**config.mk**
```make
export PLATFORM = sky130hd
export DESIGN_NAME = morse_decoder
export DESIGN_NICKNAME = d
export VERILOG_FILES = /design/src/rtl/morse_pkg.sv /design/src/rtl/morse_lut.sv /design/src/rtl/morse_decoder.sv
export SDC_FILE = /design/constraint.sdc
export NUM_CORES = 1
export LEC_CHECK = 0
export ABC_CLOCK_PERIOD_IN_PS = 2600
export CORE_MARGIN = 2
export CORE_UTILIZATION = 44
export CTS_CLUSTER_DIAMETER = 120
export DETAILED_ROUTE_END_ITERATION = 6
export PLACE_DENSITY = 0.74
export SYNTH_ARGS = -nofsm -noshare
export SYNTH_HDL_FRONTEND = slang
export SYNTH_SLANG_ARGS = --single-unit
```
**constraint.sdc**
```tcl
create_clock -name iCLK -period 2.6 [get_ports iCLK]
set_input_delay 0.26 -clock iCLK [delete_from_list [all_inputs] [get_ports iCLK]]
set_output_delay 0.26 -clock iCLK [all_outputs]
set_load 0.005 [all_outputs]
```
**src/rtl/morse_pkg.sv**
```systemverilog
// morse_pkg: shared FSM encoding and constants for the Morse decoder.
package morse_pkg;
   typedef enum logic [1:0] {IDLE, PRESS, GAP} state_t;
   localparam int MAX_SYMBOLS = 5;
   localparam int BUF_DEPTH = 5;
   localparam logic [7:0] ASCII_SPACE = 8'h20;
   localparam logic [7:0] ASCII_UNKNOWN = 8'h3F;
endpackage

```
**src/rtl/morse_lut.sv**
```systemverilog
// morse_lut: combinational Morse pattern to ASCII lookup (bit 0 = first symbol, 1 = dash).
module morse_lut
   import morse_pkg::*;
(
   input  logic [2:0] len,
   input  logic [4:0] pattern,
   input  logic       overflow,
   output logic [7:0] ascii
);
   always_comb begin
      ascii = ASCII_UNKNOWN;
      if (!overflow)
         case ({len, pattern})
            {3'd2, 5'b00010}: ascii = "A";
            {3'd4, 5'b00001}: ascii = "B";
            {3'd4, 5'b00101}: ascii = "C";
            {3'd3, 5'b00001}: ascii = "D";
            {3'd1, 5'b00000}: ascii = "E";
            {3'd4, 5'b00100}: ascii = "F";
            {3'd3, 5'b00011}: ascii = "G";
            {3'd4, 5'b00000}: ascii = "H";
            {3'd2, 5'b00000}: ascii = "I";
            {3'd4, 5'b01110}: ascii = "J";
            {3'd3, 5'b00101}: ascii = "K";
            {3'd4, 5'b00010}: ascii = "L";
            {3'd2, 5'b00011}: ascii = "M";
            {3'd2, 5'b00001}: ascii = "N";
            {3'd3, 5'b00111}: ascii = "O";
            {3'd4, 5'b00110}: ascii = "P";
            {3'd4, 5'b01011}: ascii = "Q";
            {3'd3, 5'b00010}: ascii = "R";
            {3'd3, 5'b00000}: ascii = "S";
            {3'd1, 5'b00001}: ascii = "T";
            {3'd3, 5'b00100}: ascii = "U";
            {3'd4, 5'b01000}: ascii = "V";
            {3'd3, 5'b00110}: ascii = "W";
            {3'd4, 5'b01001}: ascii = "X";
            {3'd4, 5'b01101}: ascii = "Y";
            {3'd4, 5'b00011}: ascii = "Z";
            {3'd5, 5'b11111}: ascii = "0";
            {3'd5, 5'b11110}: ascii = "1";
            {3'd5, 5'b11100}: ascii = "2";
            {3'd5, 5'b11000}: ascii = "3";
            {3'd5, 5'b10000}: ascii = "4";
            {3'd5, 5'b00000}: ascii = "5";
            {3'd5, 5'b00001}: ascii = "6";
            {3'd5, 5'b00011}: ascii = "7";
            {3'd5, 5'b00111}: ascii = "8";
            {3'd5, 5'b01111}: ascii = "9";
            default:          ascii = ASCII_UNKNOWN;
         endcase
   end
endmodule

```
**src/rtl/morse_decoder.sv**
```systemverilog
// morse_decoder: debounced Morse key to ASCII with a five-character scrolling text buffer.
module morse_decoder
   import morse_pkg::*;
#(
   parameter int UNIT = 12500000,
   parameter int DEBOUNCE = 250000
) (
   input  logic        iCLK,
   input  logic        iRST_n,
   input  logic        iKey,
   input  logic        iClear,
   output logic [7:0]  oChar,
   output logic        oValid,
   output logic [39:0] oTextBuf,
   output logic [2:0]  oCount
);
   localparam int CW = $clog2(3 * UNIT + 1);
   localparam int DW = $clog2(DEBOUNCE + 1);
   localparam logic [CW-1:0] DASH_MIN = CW'(2 * UNIT);
   localparam logic [CW-1:0] CNT_MAX = CW'(3 * UNIT);
   localparam logic [DW-1:0] DEB_LAST = DW'(DEBOUNCE - 1);
   logic [1:0] sync;
   logic key_db, key_dly, rise, fall, ovf, ovf_n, decode;
   logic [DW-1:0] db_cnt;
   logic [CW-1:0] cnt, cnt_n;
   logic [2:0] len, len_n;
   logic [4:0] pat, pat_n;
   logic [7:0] ascii;
   logic [7:0] text [BUF_DEPTH];
   state_t state, state_n;
   assign rise = key_db & ~key_dly;
   assign fall = ~key_db & key_dly;
   always_ff @(posedge iCLK or negedge iRST_n)
      if (!iRST_n) begin
         sync <= '0;
         key_db <= 1'b0;
         key_dly <= 1'b0;
         db_cnt <= '0;
      end else begin
         sync <= {sync[0], iKey};
         key_dly <= key_db;
         if (sync[1] == key_db) db_cnt <= '0;
         else if (db_cnt == DEB_LAST) begin
            key_db <= sync[1];
            db_cnt <= '0;
         end else db_cnt <= db_cnt + 1'b1;
      end
   always_ff @(posedge iCLK or negedge iRST_n)
      if (!iRST_n) begin
         state <= IDLE;
         cnt <= '0;
         len <= '0;
         pat <= '0;
         ovf <= 1'b0;
      end else begin
         state <= state_n;
         cnt <= cnt_n;
         len <= len_n;
         pat <= pat_n;
         ovf <= ovf_n;
      end
   always_comb begin
      state_n = state;
      cnt_n = (state == IDLE || cnt == CNT_MAX) ? cnt : cnt + 1'b1;
      len_n = len;
      pat_n = pat;
      ovf_n = ovf;
      decode = 1'b0;
      if (iClear) begin
         state_n = IDLE;
         cnt_n = '0;
         len_n = '0;
         pat_n = '0;
         ovf_n = 1'b0;
      end else if (state == PRESS) begin
         if (fall) begin
            state_n = GAP;
            cnt_n = '0;
            if (len == 3'(MAX_SYMBOLS)) ovf_n = 1'b1;
            else begin
               len_n = len + 1'b1;
               pat_n[len] = cnt >= DASH_MIN;
            end
         end
      end else if (state == GAP && cnt == CNT_MAX) begin
         // a press landing on the decode cycle starts the next letter
         decode = 1'b1;
         state_n = rise ? PRESS : IDLE;
         cnt_n = '0;
         len_n = '0;
         pat_n = '0;
         ovf_n = 1'b0;
      end else if (rise) begin
         state_n = PRESS;
         cnt_n = '0;
      end
   end
   morse_lut u_lut (
      .len(len),
      .pattern(pat),
      .overflow(ovf),
      .ascii(ascii)
   );
   always_ff @(posedge iCLK or negedge iRST_n)
      if (!iRST_n) begin
         text <= '{default: ASCII_SPACE};
         oCount <= '0;
         oChar <= ASCII_SPACE;
         oValid <= 1'b0;
      end else begin
         oValid <= decode;
         if (iClear) begin
            text <= '{default: ASCII_SPACE};
            oCount <= '0;
         end else if (decode) begin
            oChar <= ascii;
            if (oCount == 3'(BUF_DEPTH)) begin
               for (int j = 0; j < BUF_DEPTH - 1; j++) text[j] <= text[j+1];
               text[BUF_DEPTH-1] <= ascii;
            end else begin
               text[oCount] <= ascii;
               oCount <= oCount + 1'b1;
            end
         end
      end
   for (genvar i = 0; i < BUF_DEPTH; i++) begin : g_out
      assign oTextBuf[8*i +: 8] = text[i];
   end
endmodule

```
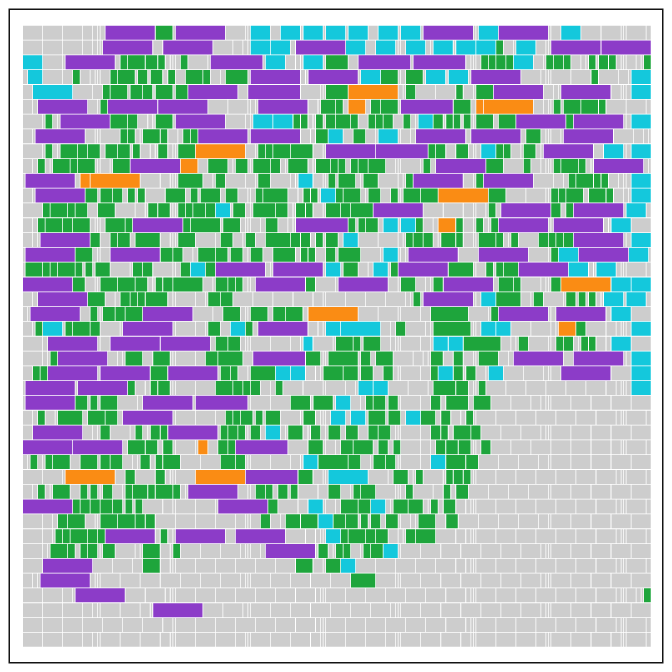
(placement by cell class)
Fill, decap, tap and diode cells in grey.
- orange: clock drivers and dummy loads (cells 16)
- cyan: remaining buffers and delay cells (cells 97)
- green: combinational and other logic (cells 509)
- purple: sequential cells (cells 109)
final instance area: 0.00722 mm^2
FP Rows: 42
Core Area: 0.0132 mm^2

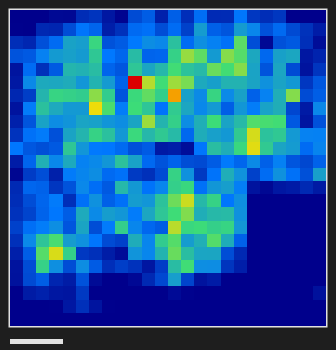
(wire density map)
The bar under the picture is 20 um long. 24 x 24 tiles, from dark blue (low) to red (high), scaled to the fullest tile. Values are wire area over tile area, all layers added.
- tiles over half the peak: 6.8%
- fullest tile: 0.70
- nearly empty tiles: 21%
- mean over tiles: 0.16
via count: 5047
average wire per standard cell: 15.8 um
all-layer global routing usage: 20.7%
final WL: 14400 um

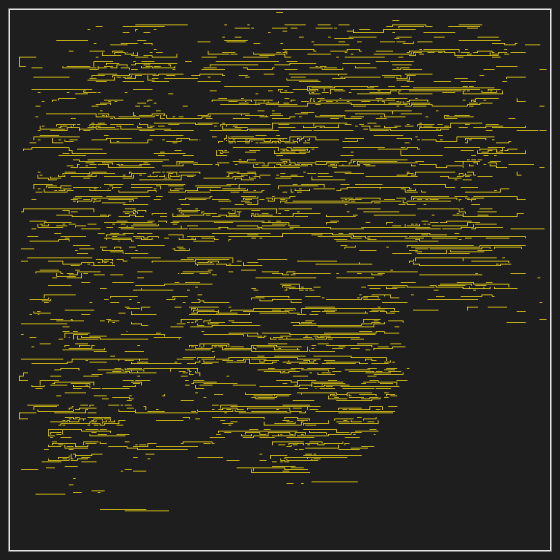
(met1 routing)
- longest straight run: 28.5 um
- main direction: horizontal
- nets with wire on the layer: 675

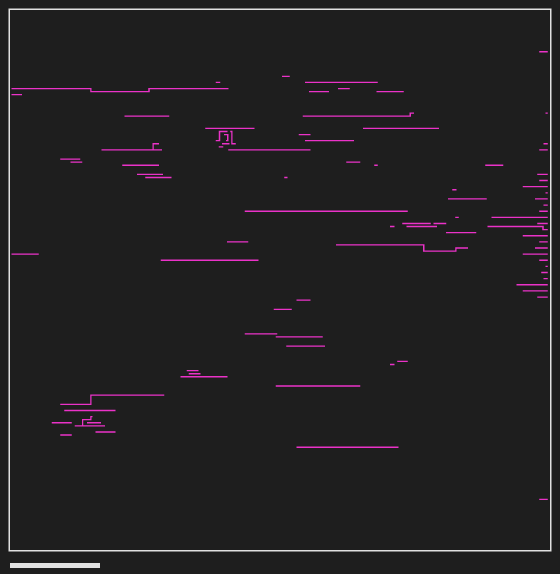
(metal 3)
The bar under the picture is 20 um long.
- main direction: horizontal
- share of all routed wire: 4.1%
- wire length on this layer: 594 um
- longest straight run: 35.9 um

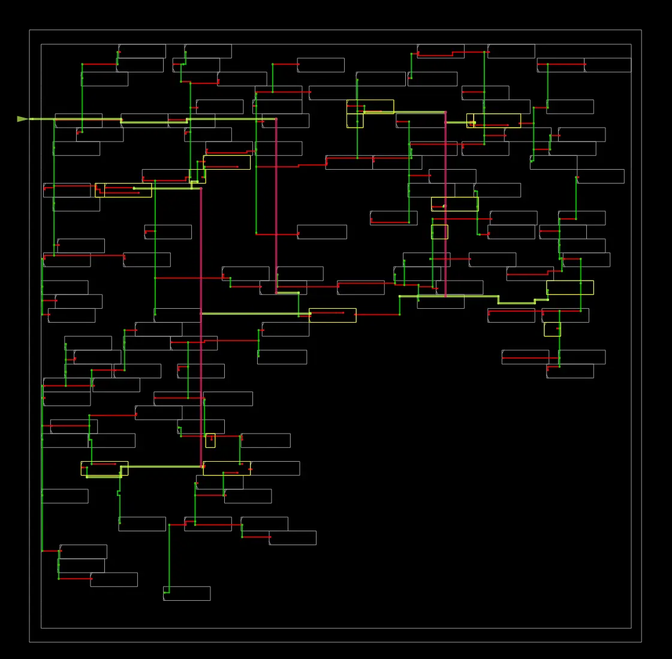
(clock routing)
Worst Skew: 0.00847 ns
flip-flops: 109
Latency at later pin: 0.36 ns
# clk buffers: 10

==> ci_impl_report.md <==
### Metrics collected by this job

| Metric | Value |
|---|---|
| Fin crit period | `2.47 ns` |
| Hold Vio Cnt, Final | `0` |
| Synth async-reset ratio | `100%` |
| Met2 usage | `35.3%` |
| Max Cap Viol | `0` |
| Startpoint types | `flop` |
| Worst slew pin tran | `0.616 ns` |
| Non-clock buffer share of cell area | `12.4%` |
| Combinational share of cell area | `42.1%` |
| Root Driver | `clkbuf_16` |
| Met2 WL post-DR | `7180 um` |
| Tot Pwr | `0.00313 W` |
| Logic area | `0.00304 mm^2` |
| Outcome | `complete, no violations` |
| Metal1 wirelength | `6360 um` |
| Detailed Place HPWL | `10300 um` |
| CP arrival | `2.74 ns` |
| Initial antenna violation count | `0` |
| CTS clk-pin slew, worst paths | `0.07 ns` |
| Top logic family | `simple AND/OR/NAND/NOR gates` |
| Reg power frac | `54.8%` |
| Mapped Cells | `649` |
| CTS Buffer Depth | `2` |
| Gr busiest metal | `met2` |
| DRC violations left | `0` |
| DR WL met3 | `593 um` |
| Via-per-instance ratio | `5.56` |
| Mapped Area | `0.00590 mm^2` |
| Worst r2r src | `pat[0]$_DFFE_PN0P_` |
| Max FFs per register | `39` |
| Synth Seq Share | `46.4%` |
| Clock buf/inv share | `3.80%` |
| Adders+Majority by Area | `1.49%` |
| Proportion of layout cells with a drive suffix above 1 | `14.4%` |
| Yosys synthesis chip area | `0.00590 mm^2` |
| Switching Fraction | `23.2%` |
| Post-route setup TNS | `0 ns` |
| Maximum vdd drop | `0.000488 V` |
| Logic inverters | `13` |
| Total I/O pin count | `56` |
| Final non-filler cell total | `907` |
| Total grt overflow | `0` |
| Syn avg cell area | `9.09 um^2` |
| Worst reg-to-reg setup slack | `0.13 ns` |
| Crit path kind | `flop to flop` |
| Crit share post-route | `95.0%` |
| CP Capture Type | `flop` |
| Hold Path Stages | `1` |
## critical path, cell delays in order (launching register included)
cell and delay (ns):
dfrtp_2 0.45, buf_4 0.18, nand2b_1 0.09, mux2i_1 0.08, a32o_1 0.26, or4_4 0.53, nor3b_4 0.33, nor3_2 0.08
buf_4 0.17, a211oi_1 0.21
## power groups by stage
stage / Combinational, W / Clock [W] / Sequential [W]
2_1_floorplan: 0.0000453 / 0 / 0.00175
3_3_place_gp: 0.000108 / 0 / 0.00175
3_5_place_dp: 0.000113 / 0 / 0.00175
4_1_cts: 0.000114 / 0.00134 / 0.00171
5_1_grt: 0.000126 / 0.00140 / 0.00171
6_report: 0.000111 / 0.00130 / 0.00171
## repair_timing
item                                   in CTS  in global routing
setup endpoints to repair                   3                 58
gates resized                               1                 14
pin swaps                                   0                  1
endpoints found under the hold margin      35                  0
hold buffers                                1                  0
buffers inserted                            0                  4
## Yosys cell counts, drive strengths merged, types with 3 or more instances
cell type	n	area, um^2
a211oi	5	42.5
a21oi	22	110
a22o	5	43.8
a31oi	6	37.5
and2	4	25.0
and3	9	56.3
and4	3	26.3
buf	12	65.1
clkbuf	20	75.1
dfrtp	103	2580
dfstp	6	158
ha	7	87.6
inv	13	48.8
mux2	7	78.8
mux2i	4	40.0
nand2	89	334
nand2b	13	81.3
nand3	30	150
nand3b	5	37.5
nand4	12	75.1
nand4b	3	26.3
nor2	82	313
nor2b	10	62.6
nor3	15	80.1
nor3b	7	68.8
nor4	5	37.5
nor4b	5	50.0
o21ai	36	180
o221ai	15	131
o22ai	3	18.8
o31ai	6	45.0
or2	6	37.5
or3	8	55.1
or4	3	30.0
xnor2	14	123
xor2	29	254
Power and IR drop assume default switching activity.
